## config.mk

```make
export PLATFORM = sky130hd
export DESIGN_NAME = vga_timing_gen
export DESIGN_NICKNAME = d
export VERILOG_FILES = /design/src/rtl/vga_timing_gen.sv
export SDC_FILE = /design/constraint.sdc
export NUM_CORES = 1
export LEC_CHECK = 0
export ABC_AREA = 1
export CAP_MARGIN = 20
export CORE_ASPECT_RATIO = 0.6
export CORE_MARGIN = 2
export CORE_UTILIZATION = 24
export CTS_BUF_LIST = sky130_fd_sc_hd__clkbuf_8
export DETAILED_ROUTE_END_ITERATION = 8
export SLEW_MARGIN = 20
export SYNTH_ARGS = -nofsm -noshare
export SYNTH_HDL_FRONTEND = slang
export SYNTH_SLANG_ARGS = --single-unit
```

## constraint.sdc

```tcl
create_clock -name clk -period 3.3 [get_ports clk]
set_clock_uncertainty 0.1 [all_clocks]
set_input_delay 0.99 -clock clk [delete_from_list [all_inputs] [get_ports clk]]
set_output_delay 0.99 -clock clk [all_outputs]
set_load 0.03 [all_outputs]
```

## src/rtl/vga_timing_gen.sv

```systemverilog
// Raster timing generator: divides the fabric clock to a pixel tick and emits registered,
// mutually aligned x/y coordinates, sync pulses, active flag and per-pixel strobes.
module vga_timing_gen #(
   parameter int unsigned PIX_DIV   = 4,
   parameter int unsigned H_ACTIVE  = 640,
   parameter int unsigned H_FP      = 16,
   parameter int unsigned H_SYNC    = 96,
   parameter int unsigned H_BP      = 48,
   parameter int unsigned V_ACTIVE  = 480,
   parameter int unsigned V_FP      = 10,
   parameter int unsigned V_SYNC    = 2,
   parameter int unsigned V_BP      = 33,
   parameter bit          HSYNC_POL = 1'b0,
   parameter bit          VSYNC_POL = 1'b0
) (
   input  logic        clk,
   input  logic        rst,
   output logic [11:0] x,
   output logic [11:0] y,
   output logic        hsync,
   output logic        vsync,
   output logic        active,
   output logic        pix_valid,
   output logic        line_start,
   output logic        frame_start
);

   localparam int unsigned H_TOTAL = H_ACTIVE + H_FP + H_SYNC + H_BP;
   localparam int unsigned V_TOTAL = V_ACTIVE + V_FP + V_SYNC + V_BP;

   if (H_TOTAL > 4096 || V_TOTAL > 4096 || PIX_DIV < 1) begin : g_param_check
      $error("vga_timing_gen: totals must be <= 4096 and PIX_DIV >= 1");
   end

   localparam int unsigned    DIV_W   = (PIX_DIV > 1) ? $clog2(PIX_DIV) : 1;
   localparam logic [DIV_W-1:0] DIV_MAX = DIV_W'(PIX_DIV - 1);

   localparam logic [11:0] H_MAX = 12'(H_TOTAL - 1);
   localparam logic [11:0] V_MAX = 12'(V_TOTAL - 1);
   // 13-bit window bounds: a window ending exactly at 4096 must not wrap to 0
   localparam logic [12:0] HS_BEG = 13'(H_ACTIVE + H_FP);
   localparam logic [12:0] HS_END = 13'(H_ACTIVE + H_FP + H_SYNC);
   localparam logic [12:0] VS_BEG = 13'(V_ACTIVE + V_FP);
   localparam logic [12:0] VS_END = 13'(V_ACTIVE + V_FP + V_SYNC);
   localparam logic [12:0] H_ACT  = 13'(H_ACTIVE);
   localparam logic [12:0] V_ACT  = 13'(V_ACTIVE);

   logic [DIV_W-1:0] div_q, div_d;
   logic [11:0]      h_q, h_d, v_q, v_d;
   logic             tick;
   logic             hsync_d, vsync_d, active_d, line_start_d, frame_start_d;

   assign tick = (div_q == DIV_MAX);

   always_comb begin
      div_d = tick ? '0 : div_q + 1'b1;
      h_d   = h_q;
      v_d   = v_q;
      if (tick) begin
         if (h_q == H_MAX) begin
            h_d = '0;
            v_d = (v_q == V_MAX) ? 12'd0 : v_q + 12'd1;
         end else begin
            h_d = h_q + 12'd1;
         end
      end
   end

   always_comb begin
      hsync_d       = (({1'b0, h_d} >= HS_BEG) && ({1'b0, h_d} < HS_END)) ? HSYNC_POL
                                                                          : ~HSYNC_POL;
      vsync_d       = (({1'b0, v_d} >= VS_BEG) && ({1'b0, v_d} < VS_END)) ? VSYNC_POL
                                                                          : ~VSYNC_POL;
      active_d      = ({1'b0, h_d} < H_ACT) && ({1'b0, v_d} < V_ACT);
      line_start_d  = (h_d == 12'd0);
      frame_start_d = (h_d == 12'd0) && (v_d == 12'd0);
   end

   always_ff @(posedge clk or posedge rst) begin
      if (rst) begin
         div_q <= '0;
         h_q   <= H_MAX;
         v_q   <= V_MAX;
      end else begin
         div_q <= div_d;
         h_q   <= h_d;
         v_q   <= v_d;
      end
   end

   // Outputs load from the new h/v on the tick edge and hold otherwise
   always_ff @(posedge clk or posedge rst) begin
      if (rst) begin
         x           <= '0;
         y           <= '0;
         hsync       <= ~HSYNC_POL;
         vsync       <= ~VSYNC_POL;
         active      <= 1'b0;
         pix_valid   <= 1'b0;
         line_start  <= 1'b0;
         frame_start <= 1'b0;
      end else begin
         pix_valid   <= tick;
         line_start  <= tick & line_start_d;
         frame_start <= tick & frame_start_d;
         if (tick) begin
            x      <= h_d;
            y      <= v_d;
            hsync  <= hsync_d;
            vsync  <= vsync_d;
            active <= active_d;
         end
      end
   end

endmodule

```

### Placed cells, one color a class, run 1

Scale bar: 50 um. Fill, decap, tap and diode cells in gray.
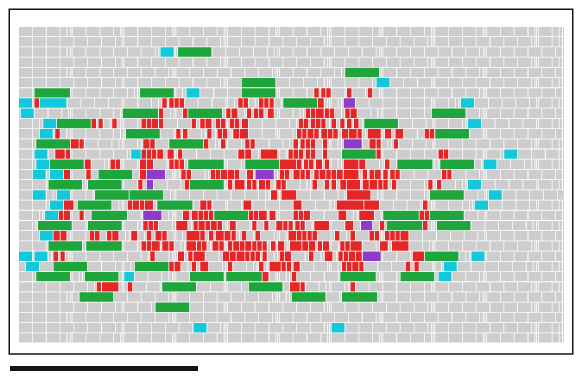
[flip-flops] green | cells: 56
[other buffers and delay cells] cyan | cells: 34
[all other logic] red | cells: 344
[clock drivers and dummy loads] purple | cells: 8

### Wiring heat map, run 1

The die is cut into 30 by 18 equal tiles; black is low, pale yellow is high, scaled to the fullest tile. Values are wire area over tile area, all layers added.
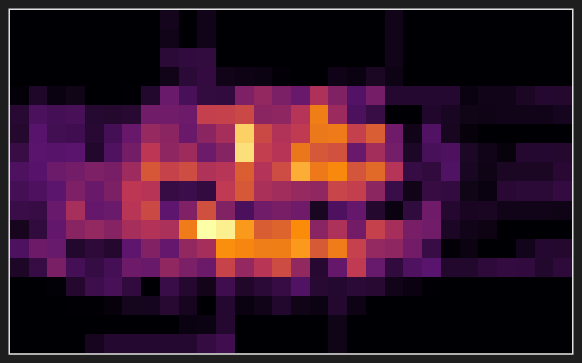
fullest tile: 0.59
densest ninth of the die: middle
mean over tiles: 0.098

### Placed standard cells, run 1

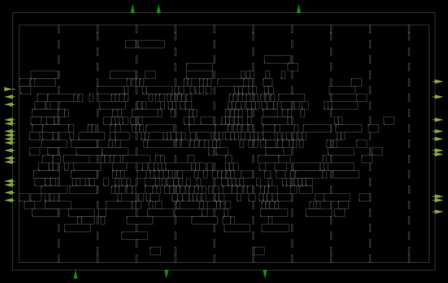
register fraction of the total cell area: 38.6%
Site Rows: 31
final core utilization: 29.9%
Core Region: 12300 um^2

==> run summary, run 1 <==
Physical implementation.

- The time the worst path needs with I/O delays and setup is around 2600 ps.
- After clock tree synthesis, the setup repair step added 0 buffers.
- The CTS log lists the clock sinks for this run as approximately 56.
- The slowest stage of the critical path belongs to the cell clkdlybuf4s50_1.
- The dominant power group is registers.
- After synthesis, the design contains around 410 cells according to Yosys.
- Per the timing report, the achievable frequency comes out to 0.379 GHz.
- The via count of the first global-routing pass came to approximately 2600.
- The final wirelength is between 8000 and 9000 um.
- The total power after layout is approximately 1.1 mW.
- The number of maximum-capacitance constraint violations is 0.
- The script logs the ratio of routed vias to standard cells as 4.48.
- The tree is rooted in a clkbuf_8.
- The sum of buffers and inverters on the critical path is 1.
- The TritonCTS clock tree is done.
- The later pin in the worst-skew pair is clocked with a latency of about 330 ps.
- The number of iterations in the first detailed-routing pass is 5.
- The final report lists a non-filler cell total of 607.
- CTS built an H-tree with a depth of 2.
- The global routing met1 resource utilization is between 20% and 30%.
- The startpoint-to-endpoint class of the critical path is flop to output port.
- The post-route setup TNS is 0 ps.
- The total placed cells including tap cells is 599.
- The routability-driven placement congestion ratio is 0.861.
- Detailed placement ended at an HPWL of approximately 6000 um.
- The proportion of synthesized flip-flops having asynchronous set or reset is 100%.
- The delay of the slowest cell on the worst path is around 670 ps.
- For this design, the CTS-stage hold fixing added 0 buffers.
- In the layout the commonest cells are 129 x nand2_1, 45 x nor2_1, 44 x inv_1, 44 x dfrtp_1, 36 x nand3_1.
- The amount of wire on met3 after detailed routing is between 700 and 800 um.
- The post-route met1 wirelength is between 4000 and 5000 um.
- The filler cell count in the final layout is about 1300.
- For this run, design rule violations remaining after detail routing come to 0.
- Combinational power for this build is between 15 and 20 uW.
- The most used routing layer in global routing is met1.
- CTS added clock buffers totalling 5.
- The class of the worst hold path is flop to flop.
- After synthesis, the mean cell area works out to roughly 7.5 um^2.
- The critical-path maximum fanout is 2.
- On the critical path the largest part of the delay comes from buffers and inverters.
- The finished design was reported to have a net count of roughly 450.
- When the netlist entered floorplanning its net count stood at between 400 and 500.
- The transition time of the tightest slew-check pin is approximately 620 ps.
- The share of the Yosys chip area taken by registers is a little under half.
- The part of the cycle the worst path needs is between 70% and 80%.
- The clock network fraction of design power is between 30 and 40%.
- Per the OpenROAD floorplan log, the width of the die is around 150 um.
- The global route stage reports its total congestion overflow as 0.
- The fraction of power spent switching nets is between 20% and 30%.
- The library cell used most frequently in the layout, excluding fill and tap cells, is nand2_1.
- Global routing consumed, on the met2 layer, 14.8% of the routing resources.
- The commonest register cell after synthesis is dfrtp_1.
- The post-synthesis to final-layout area growth is 19.9%.
- The kind of start point of the critical path is a flop.
- The cell leakage power is roughly 1.8 nW.
- The number of buffer cells added on primary ports is 31.
- The power report lists cell-internal power as between 800 and 900 uW.
- The area taken by sequential standard cells is reported as 1420 um^2.
- The combinational share of power is approximately 1.6%.
- The synthesized design contains 0 enable-type register cells.
- The maximum count of clock buffers along a single path is 2.
- The worst setup path is captured at an output port.
- Setup repair after global routing left no endpoint under its margin.
- The synthesis report lists the Yosys warning total as 0.
- Data arrives at the worst endpoint at 1550 ps.
- The number of warnings in the stage logs is 27.
- The flow ran to the end, and the final reports show no timing, DRC or antenna violations.
- The chip area is approximately 14000 um^2.
- The number of gates resized after CTS was 0.
- For this design the top-level I/O count stands at 32.
- The worst-case IR drop observed on VDD is between 150 and 200 uV.
- The sequential group power is ~690 uW.
- After clock tree synthesis, the clock-pin slew on the worst setup and hold paths is ~100 ps.
- Entering global routing, the biggest net connects 57 pins.
- The die is a little over 90 um tall.
- The clock network power consumption is slightly above 400 uW.
- Detailed routing placed a total of 2710 um of wire on met2.
- The report lists the power per cell area as roughly 300 nW/um^2.
- The number of diodes added for antenna fixing is 0.
- The final hold slack is between 300 and 400 ps.
- The final max-slew violation count recorded for this run is 0.
- In the global route stage, overall resource usage came out at between 10% and 20%.
- Detailed routing inserted a total of ~2700 vias.
- After the first detailed-routing iteration, the DRC count stood at between 200 and 300.
- The count of unique library cells instantiated by Yosys is 30.
- The sequential power share is 61.8%.
- Global routing used approximately 3.7% of the available met3 tracks.
- The critical path required time is between 2000 and 2500 ps.
- Before any placement, the netlist area is recorded as a little over 3000 um^2.
- Per the OpenROAD power report, switching power amounts to about 270 uW.
- The fraction of the core area occupied by cells at floorplan is between 20% and 30%.
- The initial antenna violation count is 0.
- The last timing report of the flow puts the setup violation total at 0.
- The number of failing hold endpoints at the final stage is 0.
- The count of nets left with antenna violations once routing finished came out at 0.
- In the final layout, the share of cells above drive strength 1 is about an eighth.
- The gate count of the mapped netlist is a little over 400.
- The highest layer used for signal routing is met4.
- The first-pass GRT wire length is ~13000 um.
- The combinational cell area excluding buffers and inverters is roughly 1400 um^2.
- The flop and latch count out of synthesis is between 50 and 60.
==> run 1: stage by stage <==
stage	setup slack (ps)	cell area (um^2)
after global placement	806	3580
after floorplan	859	3060
after detailed placement	825	3580
final	665	3670
after CTS	651	3670
after global routing	519	3670
==> run 1: Yosys cell counts (all sizes together) (5+ instances only) <==
| cell type | instances | area (um^2) |
|---|---|---|
| a21oi | 16 | 80.1 |
| nor2 | 53 | 253 |
| dfrtp | 44 | 1100 |
| nand2 | 140 | 558 |
| inv | 51 | 191 |
| o21ai | 12 | 60.1 |
| dfstp | 12 | 315 |
| nand4 | 6 | 37.5 |
| clkbuf | 5 | 18.8 |
| nand3 | 40 | 228 |
| nor3 | 7 | 35.0 |
==> run 1: cell type report <==
class                           count  area share, %
Timing Repair Buffer               34           9.42
Clock buffer                        5           1.88
Multi-Input combinational cell    291           38.4
Inverter                           53           5.42
Tap cell                          165           5.63
Sequential cell                    56           38.6
Clock inverter                      3          0.614
==> run 1: logic make-up after synthesis <==
logic type,synth area share (%)
compound gates,6.38
xor+xnor,1.15
fa+ha+maj,1.64
buf+inv,7.61
flops,46.3
simple gates,36.9
==> run 1: worst paths after layout <==
| path | from | end | slack (ps) | cells after the start |
|---|---|---|---|---|
| hold / removal | div_q[0] | div_q[0] | 330 | 1 |
| max in group asynchronous | rst | h_q[1] | 1860 | 3 |
| setup reg to reg | h_q[0] | vsync | 780 | 14 |
| hold reg to reg | div_q[0] | div_q[0] | 330 | 1 |
| min in group asynchronous | rst | y[11] | 910 | 3 |
| setup / recovery | hsync | hsync | 660 | 1 |
==> run 1: flip-flops by register name, indices dropped and copies added, names as in the netlist, 2 cells and up <==
| name | count |
|---|---|
| div_q | 2 |
| h_q | 12 |
| v_q | 12 |
| y | 12 |
| x | 12 |
==> run 2: changes to the inputs <==
==> constraint.sdc (replaced) <==
create_clock -name clk -period 2.3 [get_ports clk]
set_clock_uncertainty 0.1 [all_clocks]
set_input_delay 0.69 -clock clk [delete_from_list [all_inputs] [get_ports clk]]
set_output_delay 0.69 -clock clk [all_outputs]
set_load 0.03 [all_outputs]
### Wiring by layer, run 2

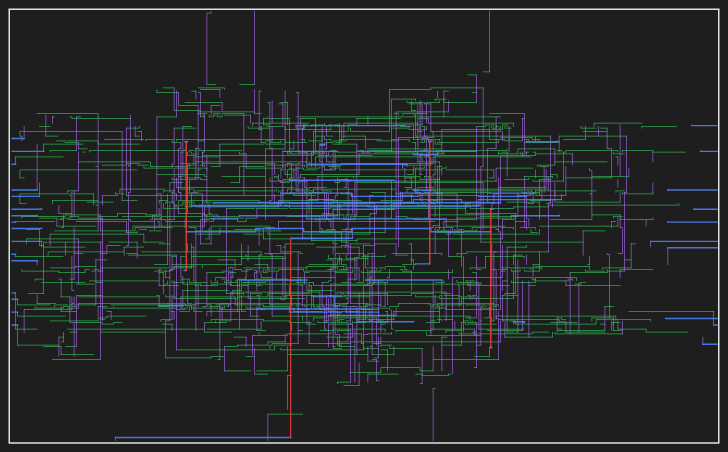
[met3] blue | wire length: 776 um
[met1] green | wire length: 5040 um
[met4] red | wire length: 124 um
[met2] purple | wire length: 2850 um

==> run summary, run 2 <==
Physical implementation.

- The congestion estimate from routability-driven global placement came to 0.968.
- The signal arrival time at the worst endpoint is roughly 2400 ps.
- The number of gates given a new drive strength after cts is 4.
- After the first detailed-routing iteration, the DRC count stood at 187.
- Among logic cells in the layout, the one with the most instances is nand2_1.
- Max-slew check failures listed in the final report amount to 0.
- The net switching component of the power is approximately 380 uW.
- In the final routed layout, each cell accounts on average for between 10 and 15 um.
- For this run, the script counts the antenna cells in the layout as 0.
- STA classifies the critical path endpoint as a flop.
- The most frequent cell after synthesis is nand2_1.
- The transition time of the tightest slew-check pin is ~380 ps.
- The number of DRC violations after detailed routing is 0.
- The post-synthesis net count is approximately 410.
- In this run switching power makes up ~22% of total power.
- In this run, synthesis inferred 0 flip-flops with an integrated enable.
- The mean instance size in the synthesized netlist is 7.49 um^2.
- In this run the number of H-tree levels came out at 2.
- Per the OpenROAD floorplan log, the height of the die is 91.4 um.
- The met2 routed wirelength is between 2000 and 3000 um.
- The CTS report gives the tree buffer count as 5.
- The clock slew seen by the registers of the worst setup and hold paths is ~110 ps.
- The tool flagged a number of max-cap violations equal to 0.
- The detailed router reported a total wirelength of between 8000 and 9000 um.
- Counting the fill cells in the layout gives 1328.
- The report lists the number of standard-cell rows as 31.
- The final hold slack is about 340 ps.
- Summing every instance area after synthesis gives 3060 um^2.
- Per the timing report, the most critical flop-to-flop path originates at h_q[0].
- Buffers placed on the I/O ports in this run total 31.
- The most used routing layer in global routing is met1.
- The placed instance area is between 3000 and 4000 um^2.
- The maximum clock frequency is approximately 0.45 GHz.
- The synthesis report lists the Yosys warning total as 0.
- At the floorplan stage, the core utilization is reported as ~25%.
- Adding up every negative setup slack in the final design gives 0 ps.
- Buffers inserted to repair hold after CTS numbered 0.
- The average vias per placed instance is between 4 and 5.
- The number of iterations in the first detailed-routing pass is 4.
- The final core utilization is about a third.
- Of all flip-flops after synthesis, the portion carrying an async set or reset was 100%.
- The half-perimeter wire length after detailed placement is about 6500 um.
- In this run, the combinational gates consume ~1.7% of the power.
- The initial antenna violation count was 0.
- The normalized max-slew margin is about three quarters.
- The core area is 12300 um^2.
- The internal power is 1.32 mW.
- The flop and latch count out of synthesis is approximately 56.
- The number of warnings in the stage logs is 29.
- The flow ran to the end, and the final reports show no timing, DRC or antenna violations.
- The commonest register cell after synthesis is dfrtp_1.
- The final timing summary puts the cycle share of the worst path at between 90 and 100%.
- The required time at the worst endpoint is listed as around 2500 ps.
- The chip area in the Yosys report is between 3000 and 4000 um^2.
- For reference, the top cells by area after synthesis are dfrtp_1 36%, nand2_1 16%, dfstp_2 10%.
- According to the I/O placement log, the pin count is 32.
- Traced cell by cell, the critical path runs through ha_4 -> buf_6 -> nand2_2 -> nor2_8 -> nand2_4 -> nor2_4 -> nor2_4 -> nand3_2 -> nand2_2 -> nor2_2 -> nand2_1 -> nor2_1 -> nand2_1 -> nor2_1.
- At the later pin of the worst-skew pair, clock insertion delay measures ~330 ps.
- The worst hold path belongs to the class flop to flop.
- In this run the full chip footprint comes out at around 14000 um^2.
- The delay of the slowest cell on the worst path is between 500 and 600 ps.
- The count of final setup violators is 0.
- Per the OpenROAD floorplan log, the width of the die is ~150 um.
- The TritonCTS clock tree is done.
- The start point of the worst hold path is div_q[0].
- The amount of wire on met3 after detailed routing is about 780 um.
- Per the timing report, the biggest fanout along the worst path comes to 7.
- The total placed cells including tap cells is 617.
- The flow measured a signed area growth from synthesis to layout of 29.5%.
- The total routing resource utilization after global routing is between 10% and 20%.
- The number of clock sinks is about 56.
- Per Yosys stat, the portion of area used by sequential elements is 46.3%.
- The largest net degree at the start of global routing is 32.
- The most critical setup path has its startpoint at h_q[0].
- The maximum resistive drop on vdd is around 230 uV.
- The via count of the first global-routing pass is between 2000 and 2500.
- Setup repair after global routing could not meet its margin everywhere.
- Per the repair_timing log after CTS, setup buffers inserted total 0.
- The root buffer cell chosen for the clock tree is clkbuf_8.
- For met2 alone, demand over resource in global routing was between 10 and 15%.
- For reference, the most critical setup path is categorized as flop to flop.
- In this run the power density over the cells is roughly 430 nW/um^2.
- The final layout contains about 470 nets.
- The cell with the largest stage delay on the worst path is dfstp_2.
- Routed signal wires occupy layers up through met4.
- The number of failing hold endpoints at the final stage is 0.
- The cell leakage power is 1.93 nW.
- The post-route met1 wirelength is 5040 um.
- The sequential power share is 58.1%.
- Per the synthesis report, the number of distinct cell types is 30.
- The global route stage reports its total congestion overflow as 0.
- The final report gives the standard cell area, fillers excluded, as between 3000 and 4000 um^2.
- Per the post-synthesis report, the number of cells in the design is a little over 400.
- In this run the remaining antenna-violating nets after routing total 0.
- The portion of synthesized cell area occupied by the leading cell type is 36.0%.
- met3 track demand over resource after global routing is 3.52%.
- Per the cell usage report, the commonest logic cells after layout are 126 x nand2_1, 44 x inv_1, 44 x dfrtp_1, 40 x nor2_1, 31 x nand3_1.
- Looking at the clock tree report, the maximum root-to-sink buffer count equals 2.
- The time the worst path needs with I/O delays and setup is ~2200 ps.
- The synth_stat.txt file lists the number of cells as approximately 410.
- The kind of start point of the critical path is a flop.
- The first global-routing pass estimated approximately 14000 um of wire.
- The power report attributes to the clock group a share of about two fifths.
- The global routing met1 resource utilization is between 20% and 30%.
- Ranked by instance count, the synthesized netlist is headed by 129 x nand2_1, 45 x inv_1, 45 x nor2_1, 44 x dfrtp_1, 36 x nand3_1.
- The number of standard cells in the final layout excluding fillers is approximately 630.
- The detailed router placed approximately 2800 vias in this run.
- The share of layout cells above drive strength 1 is between 20% and 30%.
- The synthesized design spends more area on one cell type than any other, namely dfrtp_1.
### M1 wires, run 2

Supply wires on this layer in gray.
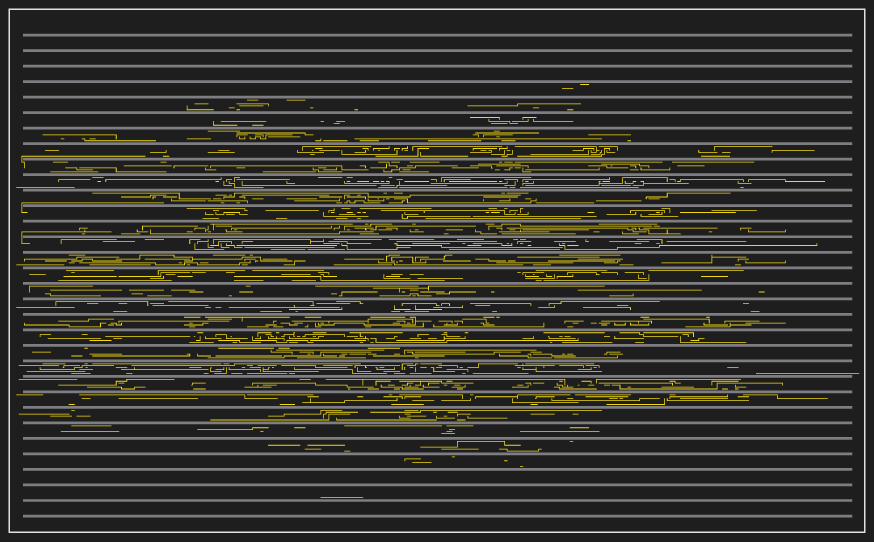
wire length on this layer: 5040 um
longest straight run: 43.2 um
nets with wire on the layer: 436

[run 2: cell counts after synthesis]
No cell type changed its count.
[run 2: cells by family (layout without fill, tap and decap cells)]
family                     count (synthesis)  after routing  share of synthesized area [%]
adders and majority gates                  4              4                           1.64
AOI/OAI and AO/OA                         35             35                           6.38
xor gates and xnor gates                   4              4                           1.15
DFF                                       56             56                           46.3
buffers and inverters                     61            114                           7.61
and+or+nand+nor                          248            248                           36.9
[run 2: worst paths after layout]
check,depth (start not counted),to,slack [ps]
max reg2reg,14,frame_start,70
min reg2reg,1,div_q[0],340
min in group asynchronous,2,y[11],540
max,14,frame_start,70
min,1,div_q[0],340
max in group asynchronous,3,v_q[3],1020
[run 2: power groups by stage]
stage	clock, mW	sequential, mW	combinational (mW)
final	0.681	0.985	0.0295
after global routing	0.735	0.985	0.0347
after CTS	0.706	0.985	0.0317
after detailed placement	0	1.00	0.0321
after global placement	0	1.00	0.0305
after floorplan	0	1.00	0.0142
[run 2: cell type report]
class / count / area (um^2) / share of cell area, %
sequential: 56 / 1420 / 35.8
inverter: 53 / 199 / 5.02
clock inverter: 3 / 42.5 / 1.07
tap: 165 / 206 / 5.21
clock buffer: 5 / 68.8 / 1.74
timing repair buffer: 53 / 505 / 12.8
multi-input combinational: 291 / 1520 / 38.4
[run 2: critical path, delay by kind of cell, from the launching register on]
kind / cells / cell delay, ps
and+or+nand+nor: 12 / 1230
DFF: 1 / 570
adders and majority gates: 1 / 160
buffers and inverters: 1 / 110
[run 2: stage by stage]
stage,setup WS [ps],power (mW)
2_1_floorplan,159,1.02
3_3_place_gp,27.3,1.03
3_5_place_dp,17.5,1.04
4_1_cts,-4.37,1.72
5_1_grt,-96.3,1.76
6_report,72.2,1.70
==> run 3: changes to the inputs <==
--- a/config.mk
+++ b/config.mk
@@ -12,7 +12,7 @@
 export CORE_UTILIZATION = 24
 export CTS_BUF_LIST = sky130_fd_sc_hd__clkbuf_8
 export DETAILED_ROUTE_END_ITERATION = 8
-export SLEW_MARGIN = 20
+export SLEW_MARGIN = 10
 export SYNTH_ARGS = -nofsm -noshare
 export SYNTH_HDL_FRONTEND = slang
 export SYNTH_SLANG_ARGS = --single-unit
### Wiring heat map, run 3

The die is cut into 30 by 18 equal tiles; black is low, pale yellow is high, scaled to the fullest tile. Values are wire area over tile area, all layers added.
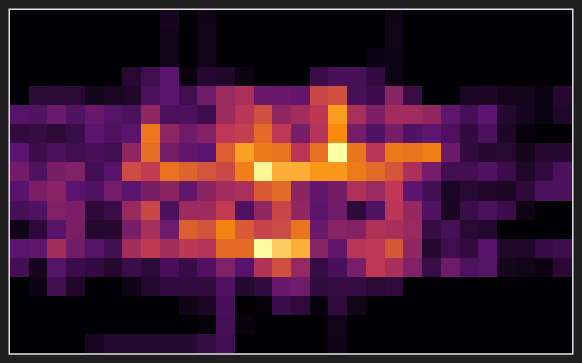
emptiest ninth of the die: top right
nearly empty tiles: 36%
mean over tiles: 0.11
tiles over half the peak: 10%
densest ninth of the die: middle
WL per Instance: 14.0 um
routed wire length: 8790 um
global routing usage summed across all routing layers: 13.1%
overall via count from detail_route: 2760

### M1 wires, run 3

Supply wires on this layer in gray.
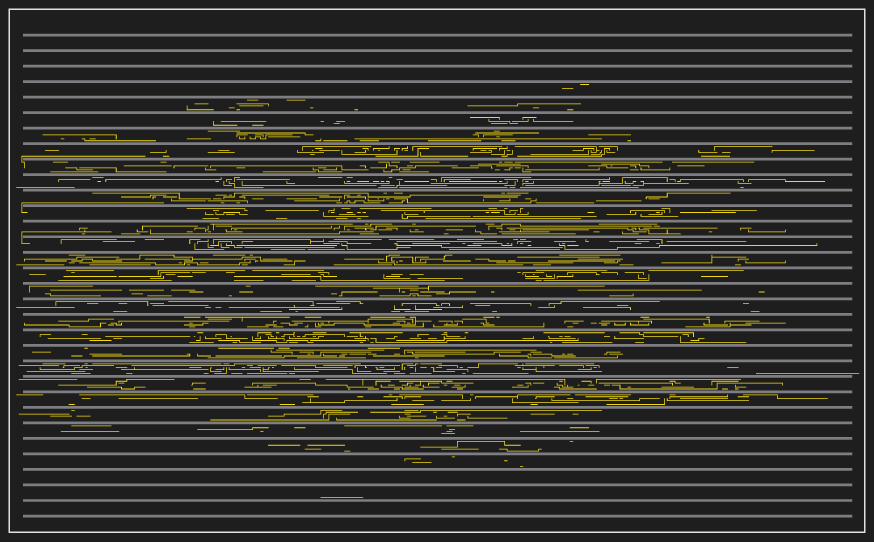
share of all routed wire: 57%
longest straight run: 43.2 um
GR Layer Usage met1: 22.9%

==> run summary, run 3 <==
Physical implementation.

- The flow ran to the end, and the final reports show no timing, DRC or antenna violations.
- Per the post-CTS timing run, clock transition at the registers of the reported paths is roughly 110 ps.
- The category of the worst setup path capture point is a flop.
- The I/O pin count is 32.
- Setup repair after global routing could not meet its margin everywhere.
- The multiplexer share of the synthesized area is 0%.
- The later pin in the worst-skew pair is clocked with a latency of roughly 330 ps.
- The launch point of the critical path was reported as h_q[0].
- The CTS buffer count is 5.
- The gate count of the mapped netlist is between 400 and 500.
- The width of the chip is 150 um.
- The final core utilization is about a third.
- The number of failing hold endpoints at the final stage is 0.
- The commonest non-fill, non-tap cell in the layout is nand2_1.
- The critical path's slowest stage uses the library cell dfstp_2.
- TritonCTS built the clock tree.
- Gates resized during post-CTS repair numbered 4.
- Switching power as a fraction of the total was reported as about 22%.
- Sorting the synthesis cell report by count puts at the top nand2_1.
- 0 antenna diodes ended up in the layout.
- In this run the standard cell core region covers roughly 12000 um^2.
- The synthesis log from Yosys contains 0 warnings.
- The global routing usage on met2 is approximately 14%.
- The met3 demand-to-capacity share in global routing is 3.52%.
- After Yosys synthesis, full adders, half adders and majority gates account for about 1.6% of the synthesized area.
- For this run, the detailed router's first-pass iteration total came to 4.
- From bottom edge to top edge, the die measures 91.4 um.
- The synthesis run shows the most used standard cells to be 129 x nand2_1, 45 x inv_1, 45 x nor2_1, 44 x dfrtp_1, 36 x nand3_1.
- Endpoints with negative setup slack in the final report add up to 0.
- Entering global routing, the biggest net connects 32 pins.
- The met2 routed wirelength is ~2800 um.
- Of all nets on the critical path, the largest fanout is 7.
- The fraction of the mapped netlist area in compound gates is about 6.4%.
- The number of flops mapped to enable cells by yosys is 0.
- Listed in order, past its start point the critical path passes ha_4 -> buf_6 -> nand2_2 -> nor2_8 -> nand2_4 -> nor2_4 -> nor2_4 -> nand3_2 -> nand2_2 -> nor2_2 -> nand2_1 -> nor2_1 -> nand2_1 -> nor2_1.
- The H-tree was split into 2 levels.
- For this configuration, the core starts out at a cell density of 24.9%.
- Averaged over all synthesized cells, the footprint is between 7 and 8 um^2.
- The most critical setup path has its endpoint at frame_start.
- The worst setup path is launched from a flop.
- The transition time recorded at the tightest slew-check pin is around 380 ps.
- The share of layout cells above drive strength 1 is a little over a fifth.
- The chip area in the Yosys report is just over 3000 um^2.
- The post-CTS setup buffer count is 0.
- The via count of the first global-routing pass is 2485.
- The cell area after synthesis is between 3000 and 4000 um^2.
- The area fraction of the largest cell type after synthesis is between 30 and 40%.
- Ranking logic cells in the layout by count gives the top entries 126 x nand2_1, 44 x inv_1, 44 x dfrtp_1, 40 x nor2_1, 31 x nand3_1.
- The worst register-to-register path begins at h_q[0].
- After synthesis, the cell types taking the most area are dfrtp_1 36%, nand2_1 16%, dfstp_2 10%.
- In the Yosys report, the sequential cells make up roughly 46% of the chip area.
- The HPWL after detailed placement is ~6500 um.
- The maximum resistive drop on vdd is 231 uV.
- Counting along the longest clock path gives a buffer depth of 2.
- The critical path required time is between 2000 and 2500 ps.
- Checking max transition, the worst relative margin is about three quarters.
- The most used routing layer in global routing is met1.
- The number of nets in the layout is around 470.
- The count of unique library cells instantiated by Yosys is 30.
- The number of hold-repair buffers added at the cts stage is 0.
- The net switching component of the power is ~380 uW.
- The area fraction in and, or, nand and nor cells is between 30% and 40%.
- The sequential power share is between 50% and 60%.
- The DRC marker count from the first detailed-route iteration is about 190.
- The remaining antenna violation count is 0.
- The first-pass GRT wire length is ~14000 um.
- The post-synth register bit count is approximately 56.
- The post-synthesis net count is approximately 410.
- From synthesis to final layout, the design area changed by 29.5%.
- Of all cell types, the one taking the most synthesized area is dfrtp_1.
- The script parses the final routing iteration and logs DRC violations as 0.
- The synth_stat.txt file lists the number of cells as just over 400.
- The tool warning count for the run is 29.
- The post-route met1 wirelength is slightly above 5000 um.
- The number of buffer cells added on primary ports is 31.
- The endpoint of the worst hold-timing path is div_q[0].
- The ratio of total power to cell area is 428 nW/um^2.
- The hold-critical path depth is 1.
- The cell at the root of the clock tree is clkbuf_8.
- Among the non-sequential cells, simple AND/OR/NAND/NOR gates take the most area.
- The path class of the tightest hold or removal check is flop to flop.
- The average vias per placed instance is 4.41.
- For the worst setup path, the data arrival time is roughly 2400 ps.
- The reg2reg setup slack is roughly 72 ps.
- After global routing the overflow that remains totals 0.
- The launch point of the worst min-delay path is recorded as div_q[0].
- STA shows the worst reg2reg path with a cell count of 14.
- The number of core rows is 31.
- The chip area is 13700 um^2.
- The proportion of synthesized flip-flops having asynchronous set or reset is 100%.
- The cell leakage power is approximately 1.9 nW.
- The delay of the slowest cell on the worst path is around 570 ps.
## run 3: cell counts in the layout (fill, tap and decap cells not counted)
Identical to the previous run, type by type.
## run 3: through the flow
stage | hold slack [ps] | total power [mW] | cell area [um^2] | TNS, ps | setup WS [ps]
2_1_floorplan | 303 | 1.02 | 3060 | 0 | 159
3_3_place_gp | 313 | 1.03 | 3720 | 0 | 27.3
3_5_place_dp | 323 | 1.04 | 3720 | 0 | 17.5
4_1_cts | 337 | 1.72 | 3840 | -4.37 | -4.37
5_1_grt | 372 | 1.76 | 3960 | -238 | -96.3
6_report | 339 | 1.70 | 3960 | 0 | 72.2
## run 3: logic make-up after synthesis
logic type      count (synthesis)
compound gates                 35
buf+inv                        61
xor+xnor                        4
fa+ha+maj                       4
simple gates                  248
flops                          56
## run 3: power groups by stage
| stage | Clock (mW) | Sequential, mW | Combinational [mW] |
|---|---|---|---|
| final | 0.681 | 0.985 | 0.0295 |
| after global routing | 0.735 | 0.985 | 0.0347 |
| after CTS | 0.706 | 0.985 | 0.0317 |
| after detailed placement | 0 | 1.00 | 0.0321 |
| after global placement | 0 | 1.00 | 0.0305 |
| after floorplan | 0 | 1.00 | 0.0142 |
## run 3: worst max-delay path, delay by kind of cell, from the launching register on
kind / cells / cell delay [ps]
AND/OR/NAND/NOR: 12 / 1230
adder cells (fa/ha/maj): 1 / 160
buffers and inverters: 1 / 110
flip-flops: 1 / 570
## run 3: cell type report
class                   instances  area (um^2)  area share [%]
clock buffers                   5         68.8            1.74
clock inverters                 3         42.5            1.07
inverters                      53          199            5.02
multi-input cells             291         1520            38.4
flip-flops and latches         56         1420            35.8
well taps                     165          206            5.21
repair buffers                 53          505            12.8
Power is estimated from default activity; no workload was simulated.
